$ cat src/rtl/calc_pkg.sv
// Shared types and helpers for the calculator control sequencer.
// Latency: n/a (declarations only).
// Backpressure: n/a (declarations only).
package calc_pkg;

   // Sequencer states. The value ordering carries no meaning.
   typedef enum logic [2:0] {
      IDLE      = 3'd0,
      LOAD_OPS  = 3'd1,
      LOAD_FUNC = 3'd2,
      EXEC      = 3'd3,
      SHOW      = 3'd4
   } state_t;

   // Width of the EXEC timeout counter. It counts 0..timeout-1, so
   // $clog2(timeout) bits are enough. It never returns less than one bit.
   function automatic int tmo_cnt_width(input int timeout);
      return (timeout <= 2) ? 1 : $clog2(timeout);
   endfunction

endpackage

$ cat src/rtl/key_sync.sv
// Synchronises a raw active-low key and emits one pulse per press.
// Latency: a press reaches pulse 3 clk cycles after enter_n is first sampled low.
// Backpressure: none. Each press gives one pulse, however long the key is held.
//
// Ports:
//   clk    system clock
//   reset  asynchronous active-low reset; every flop returns to the key-released level
//   key_n  raw active-low key, asynchronous to clk
//   pulse  one-cycle registered pulse on each falling edge of key_n
module key_sync (
   input  logic clk,
   input  logic reset,
   input  logic key_n,
   output logic pulse
);

   logic sync1;
   logic sync2;
   logic sync_prev;

   // sync1/sync2 form the metastability synchroniser. sync_prev holds the
   // previous synchronised level, which lets the edge be detected. Every flop
   // resets to 1 (key released). This blocks a pulse on the first cycle after
   // reset release.
   always_ff @(posedge clk or negedge reset) begin
      if (!reset) begin
         sync1     <= 1'b1;
         sync2     <= 1'b1;
         sync_prev <= 1'b1;
         pulse     <= 1'b0;
      end else begin
         sync1     <= key_n;
         sync2     <= sync1;
         sync_prev <= sync2;
         pulse     <= sync_prev & ~sync2;
      end
   end

endmodule

$ cat src/rtl/calc_ctrl_seq.sv
// Control sequencer for a calculator: operand entry, function load, ALU run, result show.
// Latency: a strobe appears 1 cycle after the enter pulse that causes it. enter_n to strobe is 4 cycles.
// Backpressure: no flow control. Enter is ignored in EXEC, alu_done is ignored outside EXEC,
// and the ALU is abandoned after TIMEOUT cycles.
//
// Ports:
//   clk, reset    rising-edge clock; asynchronous active-low reset
//   enter_n       raw active-low Enter key
//   clear         synchronous abort to IDLE; it outranks every other event
//   alu_done      ALU result-valid pulse
//   load_en       one-hot operand register load strobes
//   load_func     function-select register load strobe
//   alu_start     ALU start pulse, high in the first EXEC cycle
//   load_out      output/display register load strobe
//   sel           display mux select (1 = result, only in SHOW)
//   busy          high for every EXEC cycle
//   err           sticky ALU timeout flag
//   operand_idx   index of the operand awaiting entry
module calc_ctrl_seq
   import calc_pkg::*;
#(
   parameter int NUM_OPERANDS = 2,
   parameter int TIMEOUT      = 64
) (
   input  logic                            clk,
   input  logic                            reset,
   input  logic                            enter_n,
   input  logic                            clear,
   input  logic                            alu_done,
   output logic [NUM_OPERANDS-1:0]         load_en,
   output logic                            load_func,
   output logic                            alu_start,
   output logic                            load_out,
   output logic                            sel,
   output logic                            busy,
   output logic                            err,
   output logic [$clog2(NUM_OPERANDS)-1:0] operand_idx
);

   localparam int IW = $clog2(NUM_OPERANDS);
   localparam int TW = tmo_cnt_width(TIMEOUT);

   localparam logic [IW-1:0]           LAST_IDX  = IW'(NUM_OPERANDS - 1);
   localparam logic [TW-1:0]           TMO_LAST  = TW'(TIMEOUT - 1);
   localparam logic [NUM_OPERANDS-1:0] ONE_HOT_0 = NUM_OPERANDS'(1);

   logic enter_pulse;

   state_t                  state_q, state_d;
   logic [IW-1:0]           idx_d;
   logic                    err_d;
   logic [TW-1:0]           tcnt_q, tcnt_d;
   logic                    func_pend_q, func_pend_d;
   logic [NUM_OPERANDS-1:0] load_en_d;
   logic                    load_func_d;
   logic                    alu_start_d;
   logic                    load_out_d;

   key_sync u_key_sync (
      .clk   (clk),
      .reset (reset),
      .key_n (enter_n),
      .pulse (enter_pulse)
   );

   // Next state and next strobes. Every strobe is registered below, so the
   // outputs come straight from flops and cannot glitch.
   //
   // load_func and alu_start must never be high together. With registered
   // outputs, the load_func strobe is already one cycle later than its enter
   // pulse. For that reason LOAD_FUNC holds one extra cycle (func_pend_q) after
   // the load_func strobe is issued. Entry to EXEC and alu_start then happen in
   // the cycle after the load_func strobe.
   always_comb begin
      state_d     = state_q;
      idx_d       = operand_idx;
      err_d       = err;
      tcnt_d      = tcnt_q;
      func_pend_d = func_pend_q;
      load_en_d   = '0;
      load_func_d = 1'b0;
      alu_start_d = 1'b0;
      load_out_d  = 1'b0;

      if (clear) begin
         state_d     = IDLE;
         idx_d       = '0;
         err_d       = 1'b0;
         tcnt_d      = '0;
         func_pend_d = 1'b0;
      end else begin
         unique case (state_q)
            IDLE: begin
               if (enter_pulse) begin
                  state_d = LOAD_OPS;
                  idx_d   = '0;
               end
            end

            LOAD_OPS: begin
               if (enter_pulse) begin
                  load_en_d = ONE_HOT_0 << operand_idx;
                  if (operand_idx == LAST_IDX) begin
                     state_d = LOAD_FUNC;
                  end else begin
                     idx_d = operand_idx + IW'(1);
                  end
               end
            end

            LOAD_FUNC: begin
               if (func_pend_q) begin
                  state_d     = EXEC;
                  alu_start_d = 1'b1;
                  tcnt_d      = '0;
                  func_pend_d = 1'b0;
               end else if (enter_pulse) begin
                  load_func_d = 1'b1;
                  func_pend_d = 1'b1;
               end
            end

            EXEC: begin
               // When alu_done arrives in the last allowed cycle, it takes
               // priority over the timeout.
               if (alu_done) begin
                  load_out_d = 1'b1;
                  err_d      = 1'b0;
                  state_d    = SHOW;
               end else if (tcnt_q == TMO_LAST) begin
                  err_d   = 1'b1;
                  state_d = SHOW;
               end else begin
                  tcnt_d = tcnt_q + TW'(1);
               end
            end

            SHOW: begin
               if (enter_pulse) begin
                  state_d = LOAD_OPS;
                  idx_d   = '0;
               end
            end

            default: begin
               state_d     = IDLE;
               idx_d       = '0;
               func_pend_d = 1'b0;
            end
         endcase
      end
   end

   // sel and busy are registered from the next state. They therefore line up
   // exactly with the state register and reset to 0 along with it.
   always_ff @(posedge clk or negedge reset) begin
      if (!reset) begin
         state_q     <= IDLE;
         operand_idx <= '0;
         err         <= 1'b0;
         tcnt_q      <= '0;
         func_pend_q <= 1'b0;
         load_en     <= '0;
         load_func   <= 1'b0;
         alu_start   <= 1'b0;
         load_out    <= 1'b0;
         sel         <= 1'b0;
         busy        <= 1'b0;
      end else begin
         state_q     <= state_d;
         operand_idx <= idx_d;
         err         <= err_d;
         tcnt_q      <= tcnt_d;
         func_pend_q <= func_pend_d;
         load_en     <= load_en_d;
         load_func   <= load_func_d;
         alu_start   <= alu_start_d;
         load_out    <= load_out_d;
         sel         <= (state_d == SHOW);
         busy        <= (state_d == EXEC);
      end
   end

   // No two of the datapath strobes may be high in the same cycle.
   strobes_exclusive : assert property (
      @(posedge clk) disable iff (!reset)
      $onehot0({load_en, load_func, alu_start, load_out})
   );

endmodule

$ cat config.mk
export PLATFORM = sky130hd
export DESIGN_NAME = calc_ctrl_seq
export DESIGN_NICKNAME = d
export VERILOG_FILES = /design/src/rtl/calc_pkg.sv /design/src/rtl/key_sync.sv /design/src/rtl/calc_ctrl_seq.sv
export SDC_FILE = /design/constraint.sdc
export NUM_CORES = 1
export LEC_CHECK = 0
export CAP_MARGIN = 20
export CORE_AREA = 2 2 50 52
export CTS_CLUSTER_DIAMETER = 50
export DETAILED_ROUTE_END_ITERATION = 8
export DIE_AREA = 0 0 52 54
export GPL_TIMING_DRIVEN = 0
export PLACE_DENSITY = 0.74
export SKIP_LAST_GASP = 1
export SYNTH_ARGS = -nofsm -noshare
export SYNTH_HDL_FRONTEND = slang
export SYNTH_SLANG_ARGS = --single-unit
$ cat constraint.sdc
create_clock -name clk -period 1.83 [get_ports clk]
set_input_delay 0.183 -clock clk [delete_from_list [all_inputs] [get_ports clk]]
set_output_delay 0.183 -clock clk [all_outputs]
set_load 0.01 [all_outputs]
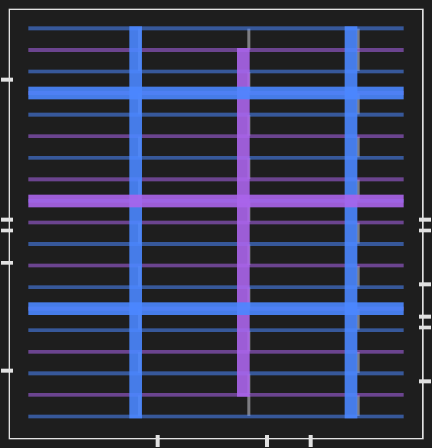
*Supply network, run 1*
Pins as bars on the die edge. Tap cells in grey.
VSS -> blue
VDD -> purple
met1 rails = 19
rows = 18
met4 straps = 3
signal pins = 14
tap cells = 30

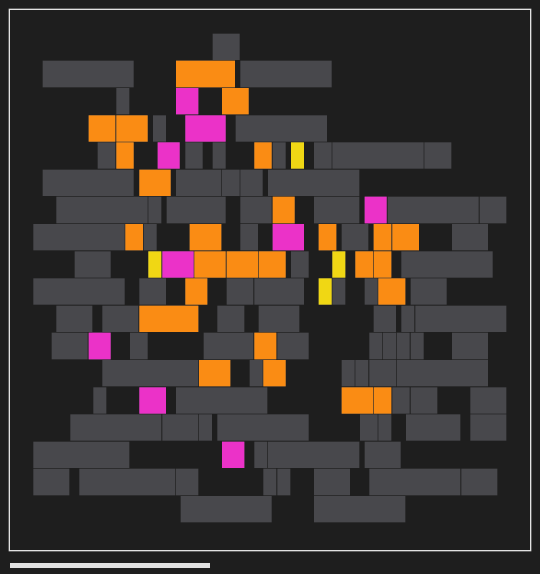
*Logic cells by family, run 1*
Bar = 20 um.
inverters -> yellow  # cells 4, where centre
AND and OR gates -> magenta  # cells 9
inverting AOI/OAI gates -> orange  # cells 26

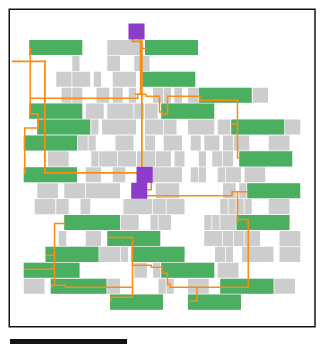
*Routed clock nets over the placement, run 1*
Bar = 20 um.
flip-flops -> green  # count 23
cells driving clock nets -> purple  # count 3
clock wires -> orange  # length 285 um
flops lie = widely spread
routed clock nets = 4

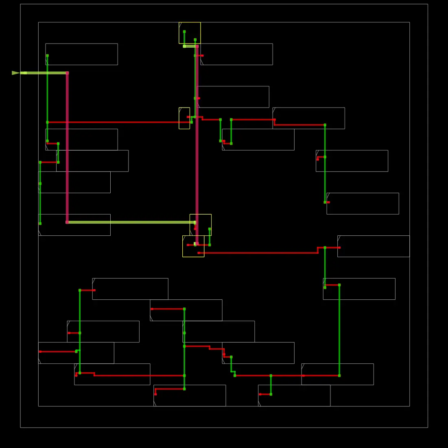
*Clock nets, run 1*
seq_cells: 23
CTS sink count: 23
Clock Latency Late Sink: 0.32 ns
CTS Buf Count: 3

## run 1: worst max-delay path by stage
stage,from,endpoint,slack (ns),cells after the start
finish,tcnt_q[0],tcnt_q[5],0.15,5
global route,tcnt_q[0],tcnt_q[5],0.08,5
CTS,tcnt_q[0],tcnt_q[5],0.16,5
detailed placement,tcnt_q[0],tcnt_q[5],0.19,5
global placement,tcnt_q[0],tcnt_q[5],0.21,5
floorplan,tcnt_q[0],tcnt_q[5],0.37,5
## run 1: logic make-up after synthesis
logic type,Yosys count
adders and majority gates,1
AOI/OAI and AO/OA,29
DFF,23
and+or+nand+nor,46
buffers and inverters,11
## run 1: metal layers
metal	vias up	routed length [um]	track usage, %
met5	-	0	0
met2	28	1109	29.75
met1	455	1128	26.37
li1	438	-	-
met4	0	44	7.895
met3	4	113	3.056
==> impl_metrics.tcl, run 1 <==
# collected from the flow reports
set metrics [dict create \
    dominant_cells "registers" \
    ys_seq_share_pct 50.22 \
    grt_remaining_overflow 0 \
    top_register "tcnt_q" \
    clk_pin_slew_ns 0.13 \
    first_iter_violations 17 \
    p_total_uw 838.8 \
    n_clock_buffer 4 \
    edf_count 0 \
    cp_slowest_cell "dfrtp_1" \
    ys.flop_type "dfrtp_1" \
    sh_seq_area_pct 42.52 \
    cts_root_buffer "clkbuf_4" \
    leakagePower_uw 0.0005743 \
    grt_pass1_wl_um 3829 \
    layout_top_cells "20 x dfrtp_1, 13 x clkdlybuf4s50_1, 12 x nor2_1" \
    chip_area_um2 2808 \
    wl_um 2395 \
    antenna-diode-count 0 \
    dpl.hpwl_um 1672 \
    reg_top3 "tcnt_q (6), state_q (3), load_en (2)" \
    ys_sh_xor_pct 0 \
    vias 925 \
    adder_share_pct 1.085 \
    pin_count 14 \
    largest_reg_flops 6 \
    period_needed_ns 1.676 \
    syn_area_per_cell_um2 10.49 \
    worst_slew_pin_slew_ns 0.5729 \
    logic_area_um2 515.5 \
    worstPathMaxFanout 5 \
    combPwrFrac_pct 9.4 \
    crit_path_start_kind "flip-flop" \
    inverters 4 \
    cp-end-kind "flip-flop" \
    outcome "completed" \
    drive_gt1_share_pct 15.63 \
    ys_cells 110 \
    critPathBufInv 0 \
    seqCellArea_um2 579.3 \
    logic_gate_count 76 \
    final-hold-violation-count 0 \
    power-top-group "sequential cells" \
    taps 30 \
    clockBufferDepth 2 \
    p_switching_uw 206.6 \
    buffer_area_share_pct 13.87 \
    power_density_nw_per_um2 615.6 \
    fin_ws_ns 0.1535 \
    p_int_uw 632.2 \
    powerSeq_uw 521 \
    lay_top_count "dfrtp_1" \
    aoi_share_pct 19.20 \
    die_x_um 52 \
    syn_nets 116 \
    critical_path.cell_chain "ha_1 > and4_4 > a21oi_4 > nand4_2 > o32ai_1" \
    drc 0 \
    synth.distinct_cells 46 \
    utilization_pct 58.74 \
    htree_levels 1 \
    fillers 197 \
    finalSetupViolations 0 \
    max_freq_mhz 596.5 \
    ys_chip_area_um2 1154 \
    cts_setup_buffers 0 \
]
### Cell classes on the final placement, run 1

Bar = 20 um.
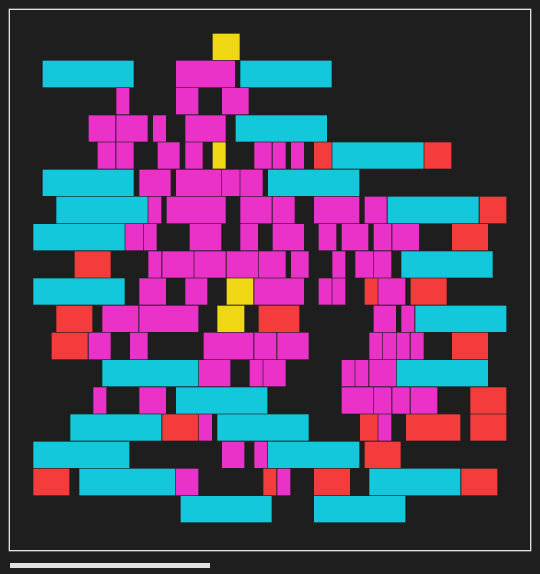

==> run 2, diff against run 1 <==
--- a/config.mk
+++ b/config.mk
@@ -6,13 +6,14 @@
 export NUM_CORES = 1
 export LEC_CHECK = 0
 export CAP_MARGIN = 20
-export CORE_AREA = 2 2 50 52
+export CORE_AREA = 2 2 48 50
 export CTS_CLUSTER_DIAMETER = 50
 export DETAILED_ROUTE_END_ITERATION = 8
-export DIE_AREA = 0 0 52 54
+export DIE_AREA = 0 0 50 52
 export GPL_TIMING_DRIVEN = 0
-export PLACE_DENSITY = 0.74
+export PLACE_DENSITY = 0.77
 export SKIP_LAST_GASP = 1
 export SYNTH_ARGS = -nofsm -noshare
 export SYNTH_HDL_FRONTEND = slang
+export SYNTH_HIERARCHICAL = 1
 export SYNTH_SLANG_ARGS = --single-unit
==> constraint.sdc (replaced) <==
create_clock -name clk -period 1.97 [get_ports clk]
set_input_delay 0.197 -clock clk [delete_from_list [all_inputs] [get_ports clk]]
set_output_delay 0.197 -clock clk [all_outputs]
set_load 0.01 [all_outputs]
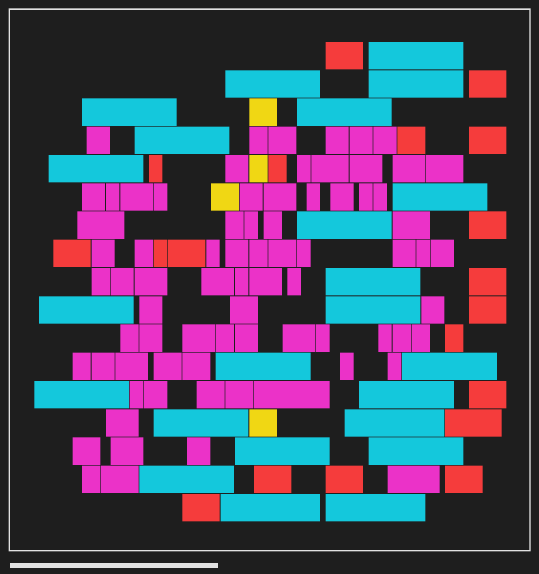
*Cell classes on the final placement, run 2*
Bar = 20 um.
clock drivers and dummy loads -> yellow  # cells 4, share of their area 2.2%
other buffers and delay cells -> red  # cells 19, share of their area 13%
flip-flops -> cyan  # cells 23, share of their area 45%
all other logic -> magenta  # cells 76, share of their area 39%

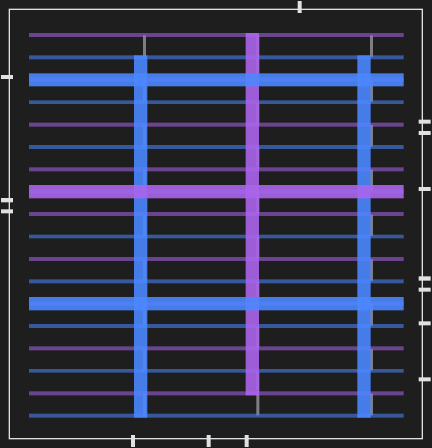
*Supply network, run 2*
Pins as bars on the die edge. Tap cells in grey.
VDD -> purple
VSS -> blue
signal pins = 14
rows = 17
met5 straps = 3
met4 straps = 3
tap cells = 28

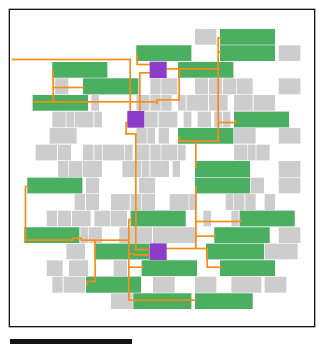
*Routed clock nets over the placement, run 2*
Bar = 20 um.
clock wires -> orange  # length 254 um
flip-flops -> green  # count 23
cells driving clock nets -> purple  # count 3
routed clock nets = 4
flops lie = widely spread

==> run 2 against run 1 <==
  * Flip-flop count stayed put
  * Worst setup slack better by 0.079 ns
  * First-iteration DRC count is 18% lower
  * Critical path depth stayed put
  * Wire length is 13% lower
  * Critical path type unchanged
  * Critical endpoint is now tcnt_q[3]
  * Largest cell class unchanged
==> impl_metrics.tcl, run 2 <==
# collected from the flow reports
set metrics [dict create \
    outcome "completed" \
    buffer_area_share_pct 12.96 \
    syn_nets 110 \
    clkLatencyLatePin_ns 0.31 \
    dr_wl_met3_um 57 \
    drc 0 \
    cp-end-kind "flip-flop" \
    grt_pass1_wl_um 3422 \
    clockBufferDepth 2 \
    first_global_vias 796 \
    reg_top3 "tcnt_q (6), state_q (3), load_en (2)" \
    edf_count 0 \
    cts_sinks 23 \
    adder_share_pct 1.133 \
    ys_sh_xor_pct 0 \
    finalSetupViolations 0 \
    wl_met1_um 1024 \
    ys.flop_type "dfrtp_1" \
    fin_ws_ns 0.2329 \
    top_register "tcnt_q" \
    cts_resized 0 \
    crit_start "tcnt_q[0]" \
    cts_root_buffer "clkbuf_4" \
    clock_area_share_pct 2.097 \
    vias 834 \
    first_iter_violations 14 \
    power_density_nw_per_um2 594.2 \
    worst-r2r-cell-count 5 \
    fillers 167 \
    ys_cells 104 \
    clk_pin_slew_ns 0.13 \
    cts_setup_buffers 0 \
    grt_remaining_overflow 0 \
    syn_area_per_cell_um2 10.62 \
    slew_headroom_pct 70.18 \
    p_total_uw 779.9 \
    worst_slew_pin_slew_ns 0.4458 \
    period_needed_ns 1.737 \
    antenna-diode-count 0 \
    logic_gate_count 71 \
    n_clock_buffer 3 \
    worstPathMaxFanout 6 \
    grtUsageMet1_pct 23.67 \
    cts-buffers-inserted 3 \
    busiest_layer "met2" \
    wl_met2_um 971 \
    maxUsedRoutingLayer "met4" \
    setup.worst_path.end "tcnt_q[3]" \
    met2_usage_pct 28.07 \
    pin_count 14 \
    placed_area_um2 1270 \
    leakagePower_uw 0.0005413 \
    aoi_share_pct 17.21 \
    inverters 5 \
    critical_path.cell_chain "ha_1 > and3_1 > a21o_1 > a211oi_4 > o21ai_0" \
    layout_top_cells "20 x dfrtp_1, 13 x clkdlybuf4s50_1, 9 x nor2_1" \
    sh_seq_area_pct 44.14 \
    seqCellArea_um2 579.3 \
    final-hold-violation-count 0 \
    htree_levels 1 \
    numPlacedInstances 145 \
    cp_slowest_cell "dfrtp_1" \
    dpl.hpwl_um 1503 \
    setup-tns-final_ns 0 \
    logic_area_um2 481.7 \
    largest_reg_flops 6 \
    synth.distinct_cells 43 \
    lay_top_count "dfrtp_1" \
    die_x_um 50 \
    syn_inst 104 \
    ff_count 23 \
    crit_path_start_kind "flip-flop" \
    max_freq_mhz 575.7 \
    dominant_cells "registers" \
    grt.met3_usage_pct 3.161 \
    drive_gt1_share_pct 14.75 \
    final_area_um2 1313 \
    utilization_pct 62.33 \
    ys_sh_simple_pct 24.35 \
    wl_um 2081 \
    taps 28 \
    ys_chip_area_um2 1105 \
    chip_area_um2 2600 \
]
==> run 2: cell count changes after synthesis, moves of 2 or more <==
cell	delta
nand2_1	-4
nand2b_1	+4
nand4b_1	+3
nor2_1	-3
a31oi_1	-2
nor3b_1	-2
nor4_1	+2
o21ai_1	-2
o31ai_1	-2
or2b_1	+2
or3_1	+2
==> run 2: report_power, final <==
part           total [uW]  internal, uW  switching, uW
sequential            486           482           4.47
clock                 219          76.0            143
combinational        74.8          31.0           43.8
==> run 2: critical path, delay by kind of cell (launching register included) <==
kind / cells / cell delay (ns)
flip-flops: 1 / 0.43
adder cells (fa/ha/maj): 1 / 0.25
AND/OR/NAND/NOR: 1 / 0.22
AND-OR/OR-AND: 3 / 0.72
Power and IR drop assume default switching activity.
